### config.mk
export PLATFORM = sky130hd
export DESIGN_NAME = rstseq
export DESIGN_NICKNAME = d
export VERILOG_FILES = /design/src/rtl/rstseq_pkg.sv /design/src/rtl/rstseq_syncreg.sv /design/src/rtl/rstseq.sv
export SDC_FILE = /design/constraint.sdc
export NUM_CORES = 1
export LEC_CHECK = 0
export ABC_AREA = 0
export CAP_MARGIN = 5
export CORE_AREA = 3 3 53 50
export DETAILED_ROUTE_END_ITERATION = 16
export DIE_AREA = 0 0 56 53
export PLACE_DENSITY = 0.72
export SYNTH_ARGS = -nofsm -noshare
export SYNTH_HDL_FRONTEND = slang
export SYNTH_HIERARCHICAL = 1
export SYNTH_SLANG_ARGS = --single-unit
### constraint.sdc
create_clock -name clk -period 2.6 [get_ports clk]
set_input_delay 0.39 -clock clk [delete_from_list [all_inputs] [get_ports clk]]
set_output_delay 0.39 -clock clk [all_outputs]
set_load 0.01 [all_outputs]
### src/rtl/rstseq_pkg.sv
// Shared types and helpers for the reset sequencer.
package rstseq_pkg;

    typedef enum logic [2:0] {
        WAIT_LOCK,
        LOCK_FILT,
        RELEASE,
        RUN,
        HOLD
    } rstseq_state_t;

    function automatic int max_int(input int a, input int b);
        return (a > b) ? a : b;
    endfunction

endpackage

### src/rtl/rstseq_syncreg.sv
// Multi-flop synchroniser for a single asynchronous level; resets and powers up to INIT.
module syncreg #(
    parameter int   STAGES = 2,
    parameter logic INIT   = 1'b0
) (
    input  logic clk,
    input  logic rst_n,
    input  logic d,
    output logic q
);

    logic [STAGES-1:0] ff_q = {STAGES{INIT}};

    always_ff @(posedge clk or negedge rst_n) begin
        if (!rst_n) begin
            ff_q <= {STAGES{INIT}};
        end else begin
            ff_q <= {ff_q[STAGES-2:0], d};
        end
    end

    assign q = ff_q[STAGES-1];

endmodule

### src/rtl/rstseq.sv
// Lock-qualified reset sequencer: releases N_OUT reset domains in order, STAGE_DELAY
// cycles apart, once the clock source has been stably locked for LOCK_CYCLES cycles.
module rstseq
    import rstseq_pkg::*;
#(
    parameter int N_OUT       = 4,
    parameter int STAGE_DELAY = 16,
    parameter int LOCK_CYCLES = 8,
    parameter int SYNC_LOCK   = 1
) (
    input  logic             clk,
    input  logic             rstin,
    input  logic             clklock,
    input  logic             sw_rst_req,
    output logic [N_OUT-1:0] rstout,
    output logic             seq_done,
    output logic             lock_lost
);

    localparam int CNT_W = $clog2(max_int(STAGE_DELAY, LOCK_CYCLES) + 1);
    localparam int STG_W = $clog2(N_OUT + 1);

    localparam logic [CNT_W-1:0] LOCK_LAST  = CNT_W'(LOCK_CYCLES - 1);
    localparam logic [CNT_W-1:0] STAGE_LAST = CNT_W'(STAGE_DELAY - 1);
    localparam logic [STG_W-1:0] STG_LAST   = STG_W'(N_OUT - 1);

    logic lock_s;

    generate
        if (SYNC_LOCK != 0) begin : g_lock_sync
            syncreg #(
                .STAGES(2),
                .INIT  (1'b0)
            ) u_lock_sync (
                .clk  (clk),
                .rst_n(rstin),
                .d    (clklock),
                .q    (lock_s)
            );
        end else begin : g_lock_direct
            assign lock_s = clklock;
        end
    endgenerate

    // Power-up values match the reset values so domains are held from configuration.
    rstseq_state_t    state_q = WAIT_LOCK;
    logic [CNT_W-1:0] cnt_q   = '0;
    logic [STG_W-1:0] stg_q   = '0;
    logic [N_OUT-1:0] rst_q   = '1;
    logic             done_q  = 1'b0;
    logic             lost_q  = 1'b0;

    always_ff @(posedge clk or negedge rstin) begin
        if (!rstin) begin
            state_q <= WAIT_LOCK;
            cnt_q   <= '0;
            stg_q   <= '0;
            rst_q   <= '1;
            done_q  <= 1'b0;
            lost_q  <= 1'b0;
        end else begin
            case (state_q)
                WAIT_LOCK: begin
                    rst_q  <= '1;
                    done_q <= 1'b0;
                    if (lock_s) begin
                        state_q <= LOCK_FILT;
                        cnt_q   <= '0;
                    end
                end
                LOCK_FILT: begin
                    if (!lock_s) begin
                        state_q <= WAIT_LOCK;
                        cnt_q   <= '0;
                    end else if (cnt_q == LOCK_LAST) begin
                        state_q <= RELEASE;
                        cnt_q   <= '0;
                        stg_q   <= '0;
                    end else begin
                        cnt_q <= cnt_q + CNT_W'(1);
                    end
                end
                RELEASE, RUN: begin
                    // Lock loss outranks a software request and keeps the sticky flag set.
                    if (!lock_s) begin
                        state_q <= WAIT_LOCK;
                        rst_q   <= '1;
                        done_q  <= 1'b0;
                        lost_q  <= 1'b1;
                        cnt_q   <= '0;
                        stg_q   <= '0;
                    end else if (sw_rst_req) begin
                        state_q <= HOLD;
                        rst_q   <= '1;
                        done_q  <= 1'b0;
                        lost_q  <= 1'b0;
                        cnt_q   <= '0;
                        stg_q   <= '0;
                    end else if (state_q == RELEASE) begin
                        if (cnt_q == STAGE_LAST) begin
                            cnt_q <= '0;
                            for (int k = 0; k < N_OUT; k++) begin
                                if (stg_q == STG_W'(k)) rst_q[k] <= 1'b0;
                            end
                            if (stg_q == STG_LAST) begin
                                state_q <= RUN;
                                done_q  <= 1'b1;
                            end else begin
                                stg_q <= stg_q + STG_W'(1);
                            end
                        end else begin
                            cnt_q <= cnt_q + CNT_W'(1);
                        end
                    end
                end
                HOLD: begin
                    if (cnt_q == STAGE_LAST) begin
                        state_q <= WAIT_LOCK;
                        cnt_q   <= '0;
                    end else begin
                        cnt_q <= cnt_q + CNT_W'(1);
                    end
                end
                default: begin
                    state_q <= WAIT_LOCK;
                    cnt_q   <= '0;
                    stg_q   <= '0;
                    rst_q   <= '1;
                    done_q  <= 1'b0;
                end
            endcase
        end
    end

    assign rstout    = rst_q;
    assign seq_done  = done_q;
    assign lock_lost = lost_q;

endmodule

### Sequential cells grouped by signal name, run 1

Other sequential cells in the stronger grey, the rest of the logic in the fainter grey.
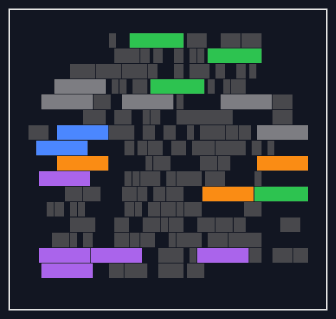
rstout -> green  # placed flops 4
g_lock_sync.u_lock_sync/ff_q -> blue  # placed flops 2
cnt_q -> purple  # placed flops 5, where lower left
state_q -> orange  # placed flops 3
not coloured = 5
sequential cell power: 0.429 mW
utilization after layout: 0.6071
proportion of cell area occupied by registers: 0.3661
footprint of the flip-flops and latches: 480.5 um2

### Placed cells, one colour a class, run 1

The bar under the picture is 20 um long. Fill, decap, tap and diode cells in grey.
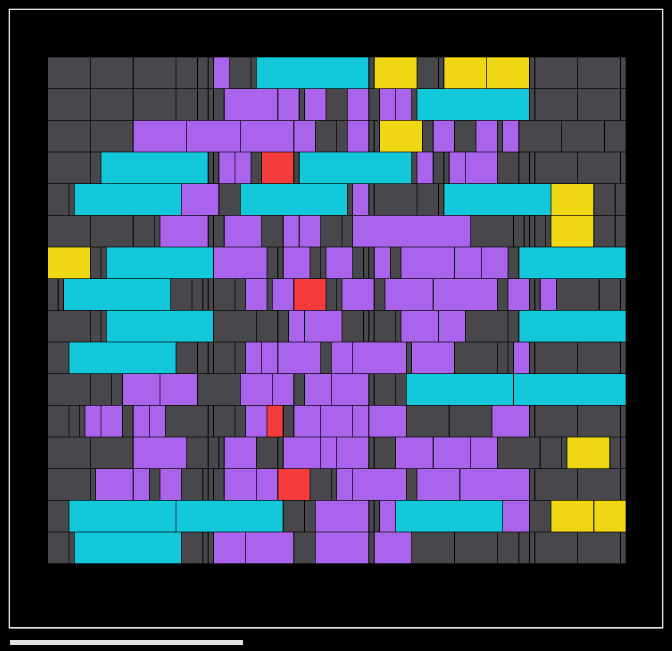
flops -> cyan  # cells 19, share of their area 38%
combinational and other logic -> purple  # cells 92, share of their area 53%
other buffers and delay cells -> yellow  # cells 10, share of their area 7.6%
clock drivers and dummy loads -> red  # cells 4, share of their area 2.1%
floorplan row count: 16
Non-Filler Cell Area, Final: 1313 um2
Core ar.: 2162 um2

==> qor.json, run 1 <==
{
  "status": {
    "outcome": "finished clean"
  },
  "critical_path": {
    "crit_required_ps": 2800,
    "critical_path.top_delay_family": "AND-OR/OR-AND gates",
    "timing.critical_path.to": "seq_done",
    "cp_cell_sequence": "ha_1, nand3_1, inv_1, ha_1, nor2b_1, a2111oi_4, nor2_1, o21a_1",
    "critical_path.startpoint": "cnt_q[0]",
    "crit_path_max_fanout": 6,
    "timing.critical_path.arrival_ps": 2230,
    "cp_slowest_cell": "sky130_fd_sc_hd__dfrtp_1",
    "critical_path_buf_inv_count": 1,
    "worst-r2r-cell-count": 8,
    "most_common_cell_on_crit_path": "sky130_fd_sc_hd__ha_1",
    "critPathCaptureType": "flip-flop",
    "cp_slowest_stage_delay_ps": 430,
    "cp.depth": 8,
    "timing.setup.critical_path_class": "flip-flop to flip-flop"
  },
  "global_routing": {
    "grt_max_degree": 20,
    "grt_first_pass_wirelength_um": 3739,
    "globalRouteTotalUtil": 0.1646,
    "antenna_violations_before_repair": 0,
    "gr-total-overflow": 0,
    "first_global_vias": 800
  },
  "finish": {
    "final_cell_mix": "sky130_fd_sc_hd__dfrtp_1 (15), sky130_fd_sc_hd__nand2_1 (13), sky130_fd_sc_hd__inv_1 (9), sky130_fd_sc_hd__clkdlybuf4s50_1 (9), sky130_fd_sc_hd__ha_1 (8)",
    "drive_above_1_share": 0.1840,
    "num_antenna_cells": 0
  },
  "detailed_routing": {
    "viasPerCell": 5.737,
    "drt_iter0_drc": 19,
    "detail_route.drc_violations": 0,
    "drt-wirelength-per-cell_um": 14.23,
    "route.vias.total": 872,
    "postRouteWirelength_um": 2163,
    "dr.pass1.iters": 8,
    "ant_nets": 0
  },
  "synth": {
    "synthCells": 116,
    "ys_types": 42,
    "area_leaders": "sky130_fd_sc_hd__dfrtp_1 (31%), sky130_fd_sc_hd__dfstp_2 (8.8%), sky130_fd_sc_hd__ha_1 (8.3%)",
    "numSynthFlops": 19,
    "floorplan.nets": 128,
    "largest_area_contributor_in_the_synthesized_netlist": "sky130_fd_sc_hd__dfrtp_1",
    "post_synth.cell_area_avg_um2": 10.34,
    "yosys-stat-cells": 116,
    "netlist.area_leader.share": 0.3128,
    "synth.cell_area_um2": 1200,
    "enable_flop_cells": 0,
    "synth_top_cell_by_count": "sky130_fd_sc_hd__dfrtp_1"
  },
  "floorplan": {
    "die_width_um": 56,
    "floorplan.die_area_um2": 2968,
    "die_y_extent_um": 53,
    "initCoreUtil": 0.5550
  },
  "place": {
    "place.detailed.instances": 148,
    "gp_routability_congestion": 0.8388,
    "detailed_place_hpwl_um": 1598,
    "placed_cell_area_um2": 1286,
    "pre_cts_slack_ps": 578.2,
    "io_buffer_count": 9
  },
  "timing": {
    "worst_pin_slew_ps": 565.7,
    "report.final.slew_viol_count": 0,
    "timing.setup.tns_ps": 0,
    "timing.final.crit_period_ps": 2029,
    "hold_viol": 0
  },
  "min_path": {
    "worst_hold_path_type": "flip-flop to flip-flop",
    "worstHoldPathCells": 0
  },
  "pwr": {
    "power.density_nw_per_um2": 757.0,
    "p_total_mw": 0.9935
  },
  "clock_network": {
    "clock_tree.root_cell": "sky130_fd_sc_hd__clkbuf_4",
    "clock.latency.late_pin_ps": 300,
    "cts_sinks": 19,
    "ctsHoldBuffers": 0,
    "cts_made_buffers": 3,
    "tritoncts": "built",
    "max-clock-path-buffers": 2,
    "h-tree-depth": 1,
    "post-cts-setup-buffers": 0
  },
  "job": {
    "maxCapViolCount": 0
  }
}
### Gate-type map, run 1

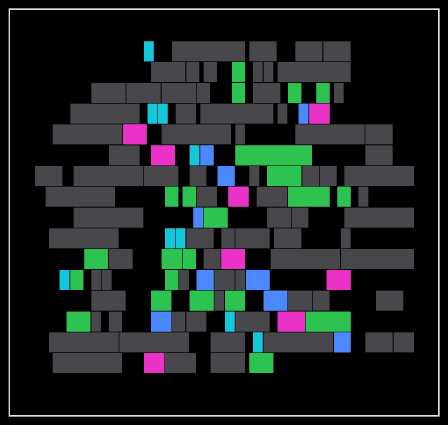
NOR gates -> blue  # cells 9
inverters -> cyan  # cells 9
AND-OR and OR-AND gates -> magenta  # cells 8
inverting AOI/OAI gates -> green  # cells 22
final cell count without fillers: 152
most common library cell in the layout ignoring fill and taps: sky130_fd_sc_hd__dfrtp_1

run 1: cells by family (layout without fill, tap and decap cells):
family                   after synthesis  count (layout)  synth area share
AND/OR/NAND/NOR                       42              42            0.2127
AND-OR/OR-AND                         30              30            0.2127
flip-flops                            19              19            0.4004
buffers and inverters                 14              23           0.06569
adder cells (fa/ha/maj)                8               8           0.08342
multiplexers                           2               2           0.01773
XOR/XNOR                               1               1          0.007301
run 1: layer usage:
| layer | global-route usage | vias up | part of all wire |
|---|---|---|---|
| met5 | 0 | - | 0 |
| met4 | 0.07115 | 0 | 0.014 |
| met3 | 0.02439 | 4 | 0.040 |
| met2 | 0.2704 | 19 | 0.46 |
| met1 | 0.2172 | 413 | 0.48 |
| li1 | - | 436 | - |
run 1: sequential cells by signal (all words and copies together), names as in the netlist:
register	count
cnt_q	5
g_lock_sync.u_lock_sync/ff_q	2
lock_lost	1
rstout	4
seq_done	1
state_q	3
stg_q	3
run 1: through the flow:
step | utilization | hold slack (ps)
floorplan | - | 94.41
global placement | 0.5949 | 338.6
detailed placement | 0.5949 | 341.8
CTS | 0.6071 | 366.3
global route | 0.6071 | 370.1
finish | 0.6071 | 361.7
run 1: power breakdown:
part,switching (mW),total (mW),internal [mW]
clock,0.0930,0.153,0.0598
sequential,0.0875,0.429,0.342
combinational,0.215,0.411,0.197
run 1: final cells by class:
| cell class | instances | area, um2 |
|---|---|---|
| clock buffer | 4 | 26.28 |
| inverter | 9 | 33.78 |
| timing repair buffer | 10 | 97.59 |
| multi-input combinational | 83 | 640.6 |
| tap | 27 | 33.78 |
| sequential | 19 | 480.5 |
| fill | 186 | 849.6 |
### Floorplan with the power grid, run 1

Pins as bars on the die edge.
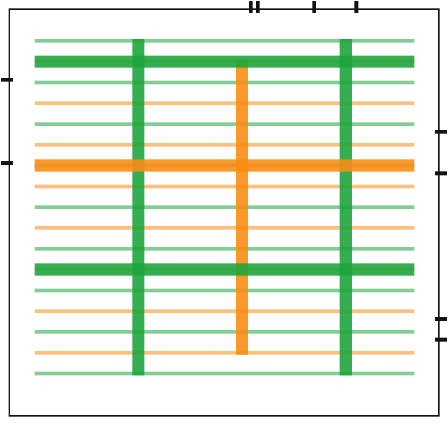

==> run 2: changes to the inputs <==
CORE_AREA = 3 3 56 53   (was 3 3 53 50)
DIE_AREA = 0 0 59 56   (was 0 0 56 53)
PLACE_DENSITY = 0.67   (was 0.72)
clock period = 1.8 ns   (was 2.6 ns; I/O delays follow)
### Floorplan with the power grid, run 2

Pins as bars on the die edge.
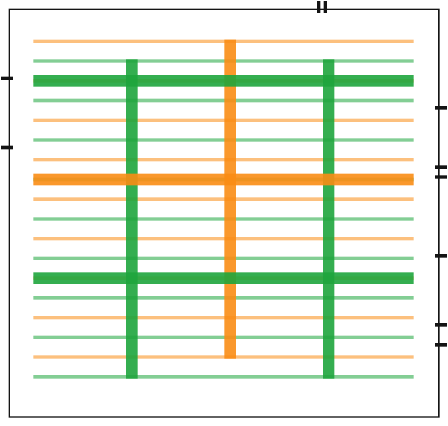
VDD -> orange
VSS -> green
met4 straps = 3
met1 rails = 18
met5 straps = 3
rows = 17
signal pins = 10
Die Y-Extent: 56 um
worst-case vdd ir drop: 0.6907 mV
Core ar.: 2425 um2

### Gate-type map, run 2

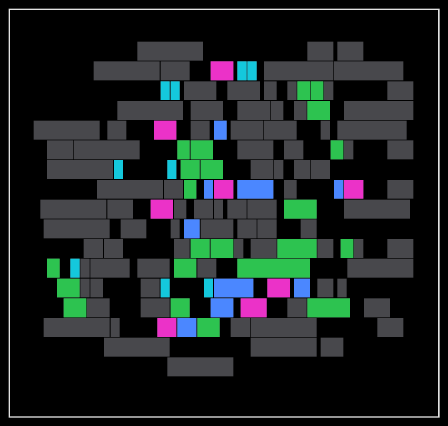
AND-OR and OR-AND gates -> magenta  # cells 8
NOR gates -> blue  # cells 9, where centre
inverters -> cyan  # cells 9
inverting AOI/OAI gates -> green  # cells 22
final cell count without fillers: 163
multi-input gate share of total cell area: 0.4805

### Sequential cells grouped by signal name, run 2

Other sequential cells in the stronger grey, the rest of the logic in the fainter grey.
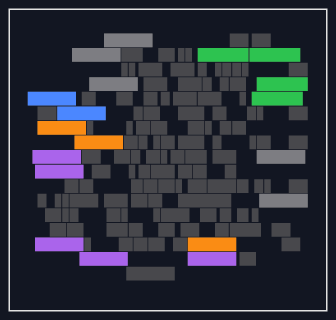
g_lock_sync.u_lock_sync/ff_q -> blue  # placed flops 2
rstout -> green  # placed flops 4, where upper right
state_q -> orange  # placed flops 3
cnt_q -> purple  # placed flops 5, where lower left
utilization after layout: 0.5949
proportion of cell area occupied by registers: 0.3330
sequential cell power: 0.619 mW

==> qor.json, run 2 <==
{
  "detailed_routing": {
    "postRouteWirelength_um": 2314,
    "route.vias.total": 902,
    "wl_met2_um": 1043,
    "ant_nets": 0,
    "dr.pass1.iters": 4,
    "detailroute.wirelength.met3_um": 102,
    "drt-wirelength-per-cell_um": 14.20,
    "viasPerCell": 5.534,
    "drt_iter0_drc": 23,
    "routed.top_layer": "met4"
  },
  "timing": {
    "timing.setup.tns_ps": 0,
    "timing.final.crit_period_ps": 1718,
    "worst_pin_slew_ps": 487.1,
    "hold_viol": 0,
    "report.final.slew_viol_count": 0
  },
  "synth": {
    "simple_gate_area_share_of_the_yosys_netlist": 0.2127,
    "synthesis.yosys.warnings": 6,
    "largest_area_contributor_in_the_synthesized_netlist": "sky130_fd_sc_hd__dfrtp_1",
    "synth-adder-area-share": 0.08342,
    "floorplan.nets": 128,
    "yosys-mux-area-fraction": 0.01773,
    "synth_top_cell_by_count": "sky130_fd_sc_hd__dfrtp_1",
    "synth-compound-area-share": 0.2127,
    "synthCells": 116,
    "numSynthFlops": 19,
    "post_synth.cell_area_avg_um2": 10.34,
    "topCombFamilyByArea": "simple AND/OR/NAND/NOR gates",
    "enable_flop_cells": 0,
    "synth.cell_area_um2": 1200,
    "ys_types": 42
  },
  "finish": {
    "drive_above_1_share": 0.3259,
    "largest_register_ff_count": 5,
    "most_common_library_cell_in_the_layout_ignoring_fill_and_taps": "sky130_fd_sc_hd__dfrtp_1",
    "num_antenna_cells": 0,
    "final_cell_area_um2": 1443,
    "register_with_the_most_flip_flops": "cnt_q",
    "final_cell_mix": "sky130_fd_sc_hd__dfrtp_1 (15), sky130_fd_sc_hd__nand2_1 (13), sky130_fd_sc_hd__buf_4 (11)"
  },
  "critical_path": {
    "critical_path.top_delay_family": "flip-flops",
    "cp_slowest_cell": "sky130_fd_sc_hd__dfrtp_1",
    "crit_required_ps": 1990,
    "critPathCaptureType": "flip-flop",
    "crit_path_max_fanout": 4,
    "timing.critical_path.arrival_ps": 1900,
    "timing.setup.critical_path_class": "flip-flop to flip-flop",
    "cp_slowest_stage_delay_ps": 370,
    "critical_path_buf_inv_count": 2,
    "cp_cell_sequence": "ha_2, nand3_2, inv_2, ha_4, buf_4, nand2b_4, o21ai_2, a21oi_2, mux2_2"
  },
  "clock_network": {
    "cts_made_buffers": 3,
    "clock_tree.root_cell": "sky130_fd_sc_hd__clkbuf_4",
    "max-clock-path-buffers": 2,
    "clock.latency.late_pin_ps": 290,
    "post-cts-setup-buffers": 0,
    "cts_sinks": 19,
    "ctsHoldBuffers": 0
  },
  "floorplan": {
    "die_width_um": 59,
    "fp-row-count": 17,
    "initCoreUtil": 0.4948,
    "floorplan.die_area_um2": 3304
  },
  "min_path": {
    "worst_hold_path_type": "input port to asynchronous set/reset pin"
  },
  "global_routing": {
    "gr-max-usage-layer": "met2",
    "antenna_violations_before_repair": 0,
    "gr-total-overflow": 0,
    "grt_first_pass_wirelength_um": 3732,
    "first_global_vias": 815,
    "global_route.usage.met2": 0.2129,
    "grtUsageMet1": 0.2086
  },
  "job": {
    "maxCapViolCount": 0
  },
  "place": {
    "io_buffer_count": 9,
    "gp_routability_congestion": 0.7940,
    "pre_cts_slack_ps": 6.156,
    "placed_cell_area_um2": 1363
  },
  "pwr": {
    "power.density_nw_per_um2": 1057,
    "p_total_mw": 1.525
  },
  "status": {
    "outcome": "finished clean"
  }
}
==> run 2: cell counts after synthesis <==
Identical to the previous run, type by type.
==> run 2: report_power, final <==
part           switching, mW  internal (mW)
sequential             0.125          0.494
clock                  0.127         0.0827
combinational          0.347          0.349
==> run 2: worst reg2reg max path, cell delays in order (launching register included) <==
cell	delay [ps]
sky130_fd_sc_hd__dfrtp_1	370
sky130_fd_sc_hd__ha_2	190
sky130_fd_sc_hd__nand3_2	90
sky130_fd_sc_hd__inv_2	90
sky130_fd_sc_hd__ha_4	160
sky130_fd_sc_hd__buf_4	140
sky130_fd_sc_hd__nand2b_4	60
sky130_fd_sc_hd__o21ai_2	140
sky130_fd_sc_hd__a21oi_2	80
sky130_fd_sc_hd__mux2_2	290
==> run 2: kinds of logic (layout without fill, tap and decap cells) <==
family,Yosys count,count (layout)
buffers and inverters,14,33
multiplexers,2,2
adder cells (fa/ha/maj),8,8
AND/OR/NAND/NOR,42,42
XOR/XNOR,1,1
flip-flops,19,19
AND-OR/OR-AND,30,30
==> run 2: timing repair <==
action                                  in CTS  in global routing
resized                                      1                 15
endpoints found under the setup margin       1                 10
pin swaps                                    0                  8
==> run 2: layout make-up <==
type,count,area [um2]
clock buffer,3,22.52
clock inverter,1,5.005
fill,222,982.2
inverter,9,33.78
multi-input combinational,83,693.2
sequential,19,480.5
tap,28,35.03
timing repair buffer,20,172.7
==> run 2: worst max path at each step <==
stage / slack [ps] / cells after the start / from / end
after floorplan: 30 / 8 / cnt_q[0] / seq_done
after global placement: 50 / 5 / sw_rst_req / stg_q[0]
after detailed placement: 6 / 8 / cnt_q[0] / cnt_q[2]
after CTS: 6 / 9 / cnt_q[0] / rstout[0]
after global routing: -50 / 9 / cnt_q[1] / stg_q[0]
final: 80 / 9 / cnt_q[0] / stg_q[0]
==> run 3: changes to the inputs <==
--- a/constraint.sdc
+++ b/constraint.sdc
@@ -3,2 +3,2 @@
 set_output_delay 0.27 -clock clk [all_outputs]
-set_load 0.01 [all_outputs]
+set_load 0.005 [all_outputs]
### Placed cells, one colour a class, run 3

The bar under the picture is 20 um long. Fill, decap, tap and diode cells in grey.
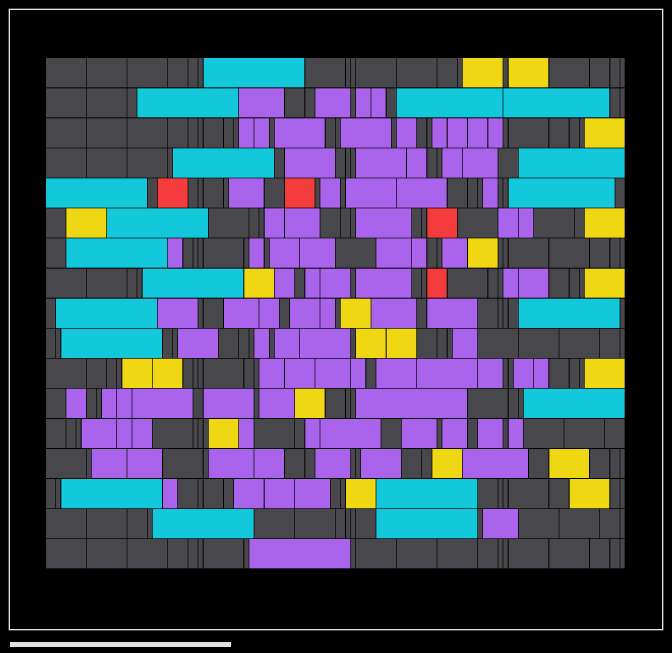
other buffers and delay cells -> yellow  # cells 20, share of their area 12%
clock drivers and dummy loads -> red  # cells 4, share of their area 2.0%
flops -> cyan  # cells 19, share of their area 34%
combinational and other logic -> purple  # cells 92, share of their area 52%
floorplan row count: 17
Non-Filler Cell Area, Final: 1443 um2

### Sequential cells grouped by signal name, run 3

Other sequential cells in the stronger grey, the rest of the logic in the fainter grey.
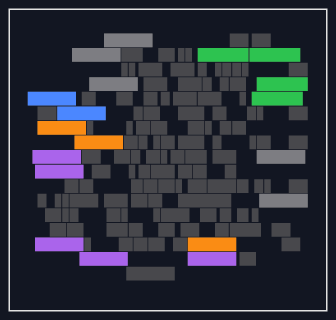
g_lock_sync.u_lock_sync/ff_q -> blue  # placed flops 2
cnt_q -> purple  # placed flops 5, where lower left
state_q -> orange  # placed flops 3
rstout -> green  # placed flops 4, where upper right
not coloured = 5

### Gate-type map, run 3

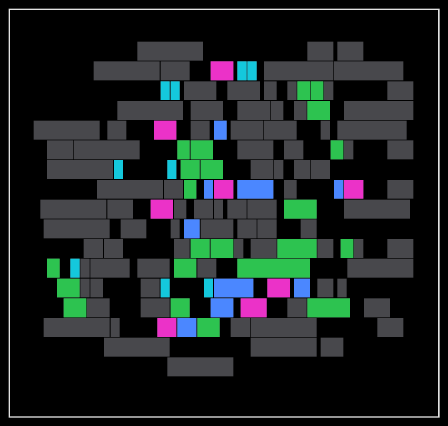
inverters -> cyan  # cells 9
AND-OR and OR-AND gates -> magenta  # cells 8
inverting AOI/OAI gates -> green  # cells 22
NOR gates -> blue  # cells 9, where centre

==> qor.json, run 3 <==
{
  "status": {
    "outcome": "finished clean"
  },
  "global_routing": {
    "gr-total-overflow": 0,
    "antenna_violations_before_repair": 0,
    "grtUsageMet1": 0.2086,
    "globalRouteTotalUtil": 0.1418
  },
  "finish": {
    "final_cell_mix": "sky130_fd_sc_hd__dfrtp_1 (15), sky130_fd_sc_hd__nand2_1 (13), sky130_fd_sc_hd__buf_4 (11)",
    "num_antenna_cells": 0,
    "most_common_library_cell_in_the_layout_ignoring_fill_and_taps": "sky130_fd_sc_hd__dfrtp_1",
    "fillerInstances": 222
  },
  "pwr": {
    "worst_case_vdd_ir_drop_mv": 0.6904,
    "power.switching_fraction": 0.3900,
    "clock_group_total_power_mw": 0.210,
    "largestPowerGroup": "combinational cells",
    "switchingPower_mw": 0.5915,
    "p_total_mw": 1.517,
    "power.density_nw_per_um2": 1051
  },
  "synth": {
    "synth_top_cell_by_count": "sky130_fd_sc_hd__dfrtp_1",
    "synthCells": 116,
    "synth.cell_area_um2": 1200,
    "fraction_of_synthesized_cell_area_in_xor_and_xnor_cells": 0.007299,
    "floorplan.nets": 128,
    "synth-adder-area-share": 0.08342,
    "synth-compound-area-share": 0.2127,
    "topCombFamilyByArea": "simple AND/OR/NAND/NOR gates",
    "largest_area_contributor_in_the_synthesized_netlist": "sky130_fd_sc_hd__dfrtp_1"
  },
  "clock_network": {
    "clock.latency.late_pin_ps": 290
  },
  "timing": {
    "report.final.slew_viol_count": 0,
    "fin_hold_ws_ps": 286.9
  },
  "critical_path": {
    "timing.setup.critical_path_class": "flip-flop to flip-flop",
    "crit_required_ps": 1990,
    "critPathCaptureType": "flip-flop"
  },
  "detailed_routing": {
    "wl_met2_um": 1043,
    "drt-wirelength-per-cell_um": 14.20,
    "ant_nets": 0,
    "detailroute.wirelength.met3_um": 102,
    "detail_route.drc_violations": 0
  },
  "floorplan": {
    "core_area_um2": 2425
  }
}
[run 3: cell counts in the layout (fill, tap and decap cells not counted)]
Identical to the previous run, type by type.
[run 3: area by class of cell]
cell class | instances | area, um2 | area share
Timing Repair Buffer | 20 | 172.7 | 0.1197
Inverter | 9 | 33.78 | 0.02342
Sequential cell | 19 | 480.5 | 0.3330
Clock inverter | 1 | 5.005 | 0.003469
Multi-Input combinational cell | 83 | 693.2 | 0.4805
Clock buffer | 3 | 22.52 | 0.01561
Tap cell | 28 | 35.03 | 0.02428
[run 3: critical path: stages, from the launching register on]
cell                       delay [ps]
sky130_fd_sc_hd__dfrtp_1          370
sky130_fd_sc_hd__ha_2             190
sky130_fd_sc_hd__nand3_2           90
sky130_fd_sc_hd__inv_2             90
sky130_fd_sc_hd__ha_4             160
sky130_fd_sc_hd__buf_4            140
sky130_fd_sc_hd__nand2b_4          60
sky130_fd_sc_hd__o21ai_2          140
sky130_fd_sc_hd__a21oi_2           80
sky130_fd_sc_hd__mux2_2           290
[run 3: worst paths after layout]
kind / end / from / depth (start not counted) / slack, ps
worst min register to register: g_lock_sync.u_lock_sync/ff_q[1] / g_lock_sync.u_lock_sync/ff_q[0] / 0 / 360
worst max-delay path: stg_q[0] / cnt_q[0] / 9 / 80
min in group clk: g_lock_sync.u_lock_sync/ff_q[1] / g_lock_sync.u_lock_sync/ff_q[0] / 0 / 360
worst min-delay path: lock_lost / rstin / 1 / 290
max in group asynchronous: g_lock_sync.u_lock_sync/ff_q[1] / rstin / 2 / 1000
worst max register to register: stg_q[0] / cnt_q[0] / 9 / 80
[run 3: what timing repair did]
action / in CTS / in global routing
resized: 1 / 15
cloned: 0 / 0
setup endpoints to repair: 1 / 10
endpoints found under the hold margin: 0 / 0
pin swaps: 0 / 8
hold buffers: 0 / 0
Power figures rest on the tool's default switching activity, not on a simulated workload.
